===== config.mk =====
export PLATFORM = sky130hd
export DESIGN_NAME = alu_serial
export DESIGN_NICKNAME = d
export VERILOG_FILES = /design/src/rtl/alu_pkg.sv /design/src/rtl/alu_slice.sv /design/src/rtl/alu_serial.sv
export SDC_FILE = /design/constraint.sdc
export NUM_CORES = 1
export LEC_CHECK = 0
export ABC_CLOCK_PERIOD_IN_PS = 1850
export CAP_MARGIN = 20
export CORE_ASPECT_RATIO = 1.75
export CORE_UTILIZATION = 45
export DETAILED_ROUTE_END_ITERATION = 8
export PLACE_DENSITY = 0.86
export SLEW_MARGIN = 0
export SYNTH_ARGS = -nofsm -noshare
export SYNTH_HDL_FRONTEND = slang
export SYNTH_HIERARCHICAL = 1
export SYNTH_SLANG_ARGS = --single-unit

===== constraint.sdc =====
create_clock -name clk -period 1.85 [get_ports clk]
set_input_delay 0.185 -clock clk [delete_from_list [all_inputs] [get_ports clk]]
set_output_delay 0.185 -clock clk [all_outputs]
set_load 0.05 [all_outputs]

===== src/rtl/alu_pkg.sv =====
// Shared types and configuration helpers for the serial ALU.
package alu_pkg;

  typedef enum logic [2:0] {
    MODE_ADD  = 3'b000,
    MODE_AND  = 3'b001,
    MODE_OR   = 3'b010,
    MODE_XOR  = 3'b011,
    MODE_XNOR = 3'b100,
    MODE_SUB  = 3'b101
  } alu_mode_t;

  typedef enum logic [1:0] {
    ST_IDLE = 2'd0,
    ST_RUN  = 2'd1,
    ST_DONE = 2'd2
  } alu_state_t;

  localparam int unsigned ALU_DEFAULT_WIDTH = 8;
  localparam int unsigned ALU_DEFAULT_SLICE = 1;

  // The datapath needs a whole number of passes per operation.
  function automatic bit alu_cfg_ok(input int unsigned width, input int unsigned slice);
    return (slice != 0) && (width >= slice) && ((width % slice) == 0);
  endfunction

endpackage


===== src/rtl/alu_slice.sv =====
// Combinational SLICE-bit ALU datapath reused on every pass of alu_serial.
module alu_slice
  import alu_pkg::*;
#(
  parameter int unsigned SLICE = ALU_DEFAULT_SLICE
) (
  input  logic [2:0]       mode,
  input  logic [SLICE-1:0] a,
  input  logic [SLICE-1:0] b,
  input  logic             cin,
  output logic [SLICE-1:0] y,
  output logic             cout,
  output logic             a_msb,
  output logic             b_msb
);

  localparam int unsigned SW = SLICE + 1;

  logic [SLICE-1:0] b_eff;
  logic [SW-1:0]    sum;

  // Subtract is add of the inverted operand; carry-in is seeded by the caller.
  always_comb begin
    b_eff = (mode == MODE_SUB) ? ~b : b;
    sum   = SW'(a) + SW'(b_eff) + SW'(cin);
    y     = '0;
    cout  = 1'b0;
    case (mode)
      MODE_ADD, MODE_SUB: begin
        y    = sum[SLICE-1:0];
        cout = sum[SLICE];
      end
      MODE_AND:  y = a & b;
      MODE_OR:   y = a | b;
      MODE_XOR:  y = a ^ b;
      MODE_XNOR: y = ~(a ^ b);
      default:   y = '0;
    endcase
    a_msb = a[SLICE-1];
    b_msb = b_eff[SLICE-1];
  end

endmodule


===== src/rtl/alu_serial.sv =====
// Multi-cycle ALU: WIDTH/SLICE passes through one alu_slice with a registered carry.
// Define ALU_SERIAL_FLAGS_EN to build the carry/zero/ovf flag registers.
module alu_serial
  import alu_pkg::*;
#(
  parameter int unsigned WIDTH = ALU_DEFAULT_WIDTH,
  parameter int unsigned SLICE = ALU_DEFAULT_SLICE
) (
  input  logic             clk,
  input  logic             rst_n,
  input  logic [2:0]       mode,
  input  logic [WIDTH-1:0] a,
  input  logic [WIDTH-1:0] b,
  input  logic             in_valid,
  output logic             in_ready,
  output logic [WIDTH-1:0] x,
  output logic             out_valid,
  input  logic             out_ready,
  output logic             carry,
  output logic             zero,
  output logic             ovf
);

  localparam int unsigned N     = WIDTH / SLICE;
  localparam int unsigned CNT_W = (N > 1) ? $clog2(N) : 1;
  localparam bit          CFG_OK = alu_cfg_ok(WIDTH, SLICE);

  if (!CFG_OK) begin : g_bad_cfg
    $error("alu_serial: WIDTH must be a non-zero multiple of SLICE");
  end

  alu_state_t             state_q, state_d;
  logic [CNT_W-1:0]       cnt_q;
  logic [2:0]             mode_q;
  logic [WIDTH-1:0]       a_sh_q, b_sh_q, x_sh_q, x_sh_d;
  logic [WIDTH+SLICE-1:0] x_cat;
  logic                   carry_reg_q, out_valid_q;
  logic                   accept, last_pass;
  logic [SLICE-1:0]       slice_y;
  logic                   slice_cout, slice_a_msb, slice_b_msb;

  assign accept    = in_valid && in_ready;
  assign last_pass = (state_q == ST_RUN) && (cnt_q == CNT_W'(N - 1));
  // New slice enters at the top so the LSB slice lands at bit 0 after N passes.
  assign x_cat     = {slice_y, x_sh_q};
  assign x_sh_d    = x_cat[WIDTH+SLICE-1:SLICE];
  assign x         = x_sh_q;
  assign out_valid = out_valid_q;

  alu_slice #(.SLICE(SLICE)) u_slice (
    .mode  (mode_q),
    .a     (a_sh_q[SLICE-1:0]),
    .b     (b_sh_q[SLICE-1:0]),
    .cin   (carry_reg_q),
    .y     (slice_y),
    .cout  (slice_cout),
    .a_msb (slice_a_msb),
    .b_msb (slice_b_msb)
  );

  always_ff @(posedge clk or negedge rst_n) begin
    if (!rst_n) state_q <= ST_IDLE;
    else        state_q <= state_d;
  end

  always_comb begin
    state_d = state_q;
    case (state_q)
      ST_IDLE: if (in_valid)  state_d = ST_RUN;
      ST_RUN:  if (last_pass) state_d = ST_DONE;
      ST_DONE: if (out_ready) state_d = ST_IDLE;
      default:                state_d = ST_IDLE;
    endcase
  end

  always_comb begin
    in_ready = 1'b0;
    if (state_q == ST_IDLE) in_ready = 1'b1;
  end

  always_ff @(posedge clk or negedge rst_n) begin
    if (!rst_n) begin
      cnt_q       <= '0;
      mode_q      <= '0;
      a_sh_q      <= '0;
      b_sh_q      <= '0;
      x_sh_q      <= '0;
      carry_reg_q <= 1'b0;
      out_valid_q <= 1'b0;
    end else begin
      if (accept) begin
        mode_q      <= mode;
        a_sh_q      <= a;
        b_sh_q      <= b;
        cnt_q       <= '0;
        carry_reg_q <= (mode == MODE_SUB);
      end else if (state_q == ST_RUN) begin
        a_sh_q      <= a_sh_q >> SLICE;
        b_sh_q      <= b_sh_q >> SLICE;
        x_sh_q      <= x_sh_d;
        carry_reg_q <= slice_cout;
        cnt_q       <= cnt_q + CNT_W'(1);
      end
      if (last_pass)                            out_valid_q <= 1'b1;
      else if ((state_q == ST_DONE) && out_ready) out_valid_q <= 1'b0;
    end
  end

`ifdef ALU_SERIAL_FLAGS_EN
  logic carry_q, zero_q, ovf_q;
  logic is_arith;

  assign is_arith = (mode_q == MODE_ADD) || (mode_q == MODE_SUB);

  // The last pass sees the MSB slice, so signed overflow is decided here.
  always_ff @(posedge clk or negedge rst_n) begin
    if (!rst_n) begin
      carry_q <= 1'b0;
      zero_q  <= 1'b0;
      ovf_q   <= 1'b0;
    end else if (last_pass) begin
      carry_q <= slice_cout;
      zero_q  <= (x_sh_d == '0);
      ovf_q   <= is_arith && (slice_a_msb == slice_b_msb) &&
                 (slice_y[SLICE-1] != slice_a_msb);
    end
  end

  assign carry = carry_q;
  assign zero  = zero_q;
  assign ovf   = ovf_q;
`else
  logic flags_unused;
  assign flags_unused = slice_a_msb ^ slice_b_msb;
  assign carry = 1'b0;
  assign zero  = 1'b0;
  assign ovf   = 1'b0;
`endif

endmodule


**Met3 routing**

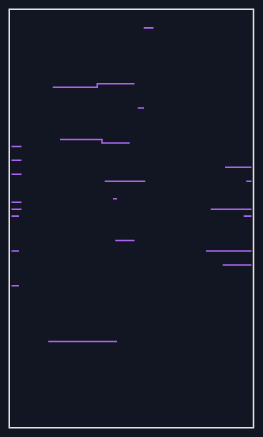
longest straight run	13.1 um
nets with wire on the layer	17
main direction	horizontal
global-route met3 utilization: 4.00%
vias after detailed routing: 1237

**Nets reached from selected ports**

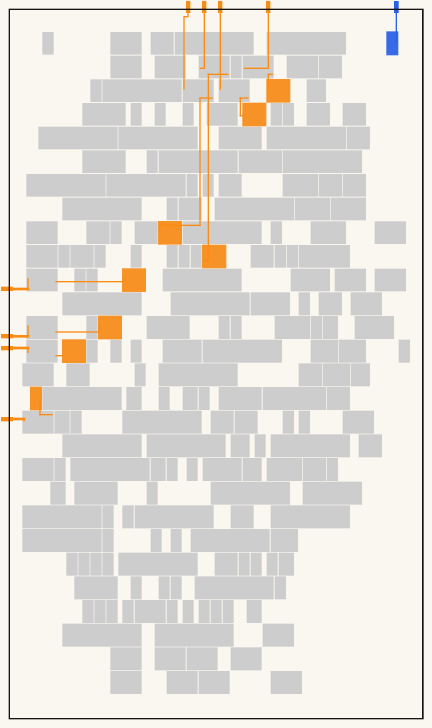
port	colour	bits	direction	edge	end cells	buffers	wire
`b`	orange	8	input	4 top, 4 left	8	8	112 um
`ovf`	blue	1	output	top	1	0	3.40 um
input/output buffers: 32
I/O Pins: 36

**Wiring heat map**

The die is cut into 9 by 16 equal tiles; black is low, pale yellow is high, scaled to the fullest tile. Values are wire area over tile area, all layers added.
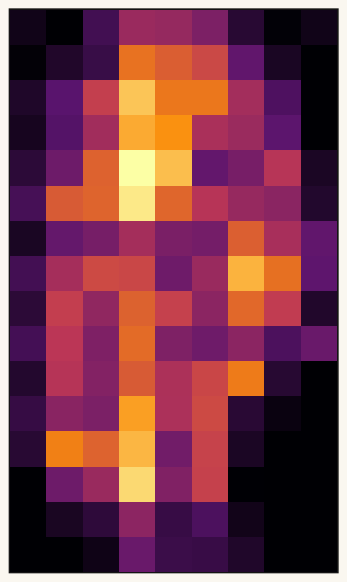
densest ninth of the die	top middle
tiles over half the peak	26%
emptiest ninth of the die	bottom right
mean over tiles	0.13
fullest tile	0.39
GRT Util Overall: 19.4%
final wirelength: 3.15 mm
WL/cell: 12.5 um

==> CHANGELOG.md <==
## Implementation

* Critical path buffers and inverters at 0
* TritonCTS sink count at 34
* Avg Vias per Cell at 4.93
* Antenna Diode Count at 0
* Final setup violation count at 1
* Initial antenna violation count at 0
* Mapped Area at 1620 um^2
* Die x size at 47.3 um
* Max-slew violation total from the final report at 0
* Worst R2R Path Depth at 8
* Failing checks: negative setup slack
* Clock Skew at 6.41 ps
* Outcome: complete, but fails checks
* Setup slack at placement at -148 ps
* FMAX at 0.500 GHz
* Required @ worst endpoint at 2030 ps
* Layout Nets at 233
* Late-Pin Clk Latency at 290 ps
* Final worst slack at -150 ps
* Antenna Nets Post-Route at 0
* Critical Path Most Common Cell: sky130_fd_sc_hd__nand2_1
* Critical path launch point type: register
* Type of the most critical hold path: input pin to asynchronous set/reset pin
* RSZ-0062 raised after global routing: true
* Average footprint of a synthesized cell at 9.81 um^2
* Max stage delay on crit path at 470 ps
**Register map, names as in the netlist**

Other sequential cells in the stronger grey, the rest of the logic in the fainter grey.
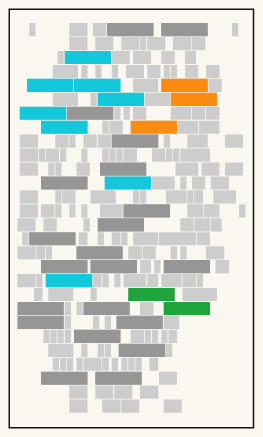
netlist name	colour	flops
`state_q`	green	2
`mode_q`	orange	3
`a_sh_q`	cyan	8
not coloured	21
power drawn by the sequential cells: 1.30 mW
storage element area: 851 um^2
share of cell area taken by flip-flops and latches: 40.2%
Layout Utilization: 62.3%

**Placed standard cells**

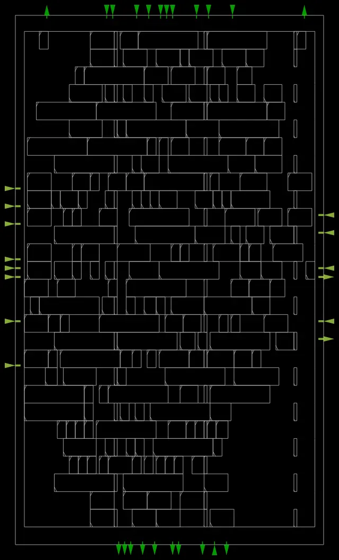
row count: 28
sequential cells: 34
num tapcells: 45
count of fill cells added during filler insertion: 312
area of the placeable core: 3400 um^2

[power breakdown]
group / leakage [nW] / internal (mW) / switching (mW) / total [mW]
sequential: 0.436 / 1.06 / 0.233 / 1.30
combinational: 0.525 / 0.730 / 1.03 / 1.76
clock: 0.0575 / 0.375 / 0.256 / 0.631
[cells in the final DEF, fill, tap and decap left out]
cell / n
sky130_fd_sc_hd__nand2_1: 64
sky130_fd_sc_hd__dfrtp_1: 34
sky130_fd_sc_hd__clkdlybuf4s50_1: 31
sky130_fd_sc_hd__a22oi_1: 14
sky130_fd_sc_hd__buf_4: 11
sky130_fd_sc_hd__clkbuf_8: 8
sky130_fd_sc_hd__o21ai_0: 6
sky130_fd_sc_hd__ha_1: 4
sky130_fd_sc_hd__nor2_1: 3
sky130_fd_sc_hd__mux2_2: 3
sky130_fd_sc_hd__conb_1: 3
sky130_fd_sc_hd__nor2b_1: 2
sky130_fd_sc_hd__and2b_1: 2
sky130_fd_sc_hd__inv_1: 2
sky130_fd_sc_hd__nor4b_1: 2
sky130_fd_sc_hd__nand2b_1: 1
sky130_fd_sc_hd__o21bai_2: 1
sky130_fd_sc_hd__nor3b_4: 1
sky130_fd_sc_hd__and4b_1: 1
sky130_fd_sc_hd__a221o_2: 1
sky130_fd_sc_hd__a21oi_1: 1
sky130_fd_sc_hd__or2b_2: 1
sky130_fd_sc_hd__o21bai_1: 1
sky130_fd_sc_hd__nand2_2: 1
sky130_fd_sc_hd__nor2_4: 1
sky130_fd_sc_hd__xnor2_2: 1
sky130_fd_sc_hd__xor2_1: 1
sky130_fd_sc_hd__nor3b_2: 1
sky130_fd_sc_hd__nor3_1: 1
sky130_fd_sc_hd__or4_1: 1
sky130_fd_sc_hd__nor3b_1: 1
sky130_fd_sc_hd__fa_1: 1
[per-layer routing]
layer	part of all wire, %	global-route usage [%]	vias up
met5	0	0	-
met3	3.0	4.00	6
met2	53	31.0	29
met4	2.5	10.3	0
met1	41	23.6	583
li1	-	-	619
[final timing paths]
path | from | end | slack (ps)
setup / recovery | mode_q[0] | x[7] | -150
hold / removal | rst_n | b_sh_q[1] | 300
setup reg to reg | mode_q[0] | x[7] | -150
hold reg to reg | a_sh_q[1] | a_sh_q[1] | 480
max in group asynchronous | rst_n | x[3] | 1250
min in group clk | a[7] | a_sh_q[7] | 460
[final cells by class]
cell class | instances | area (um^2)
multi-input combinational | 120 | 701
inverter | 2 | 7.51
sequential | 34 | 851
timing repair buffer | 42 | 393
fill | 312 | 1280
clock buffer | 8 | 110
tap | 45 | 56.3
[stage by stage]
| step | total power [mW] | setup TNS (ps) | cell area [um^2] | hold slack (ps) | util [%] |
|---|---|---|---|---|---|
| detailed placement | 2.99 | -148 | 1970 | 463 | 58.0 |
| floorplan | 2.50 | -121 | 1630 | -111 | - |
| CTS | 3.69 | -135 | 2100 | 308 | 61.9 |
| finish | 3.69 | -150 | 2120 | 296 | 62.3 |
| global placement | 2.93 | -104 | 1970 | 458 | 58.0 |
| global route | 3.96 | -237 | 2120 | 341 | 62.3 |
[sequential cells by signal, summed over array words and instances (netlist names)]
signal / cells
a_sh_q: 8
out_valid: 1
state_q: 2
cnt_q: 3
x: 8
mode_q: 3
carry_reg_q: 1
b_sh_q: 8
Power is estimated from default activity; no workload was simulated.
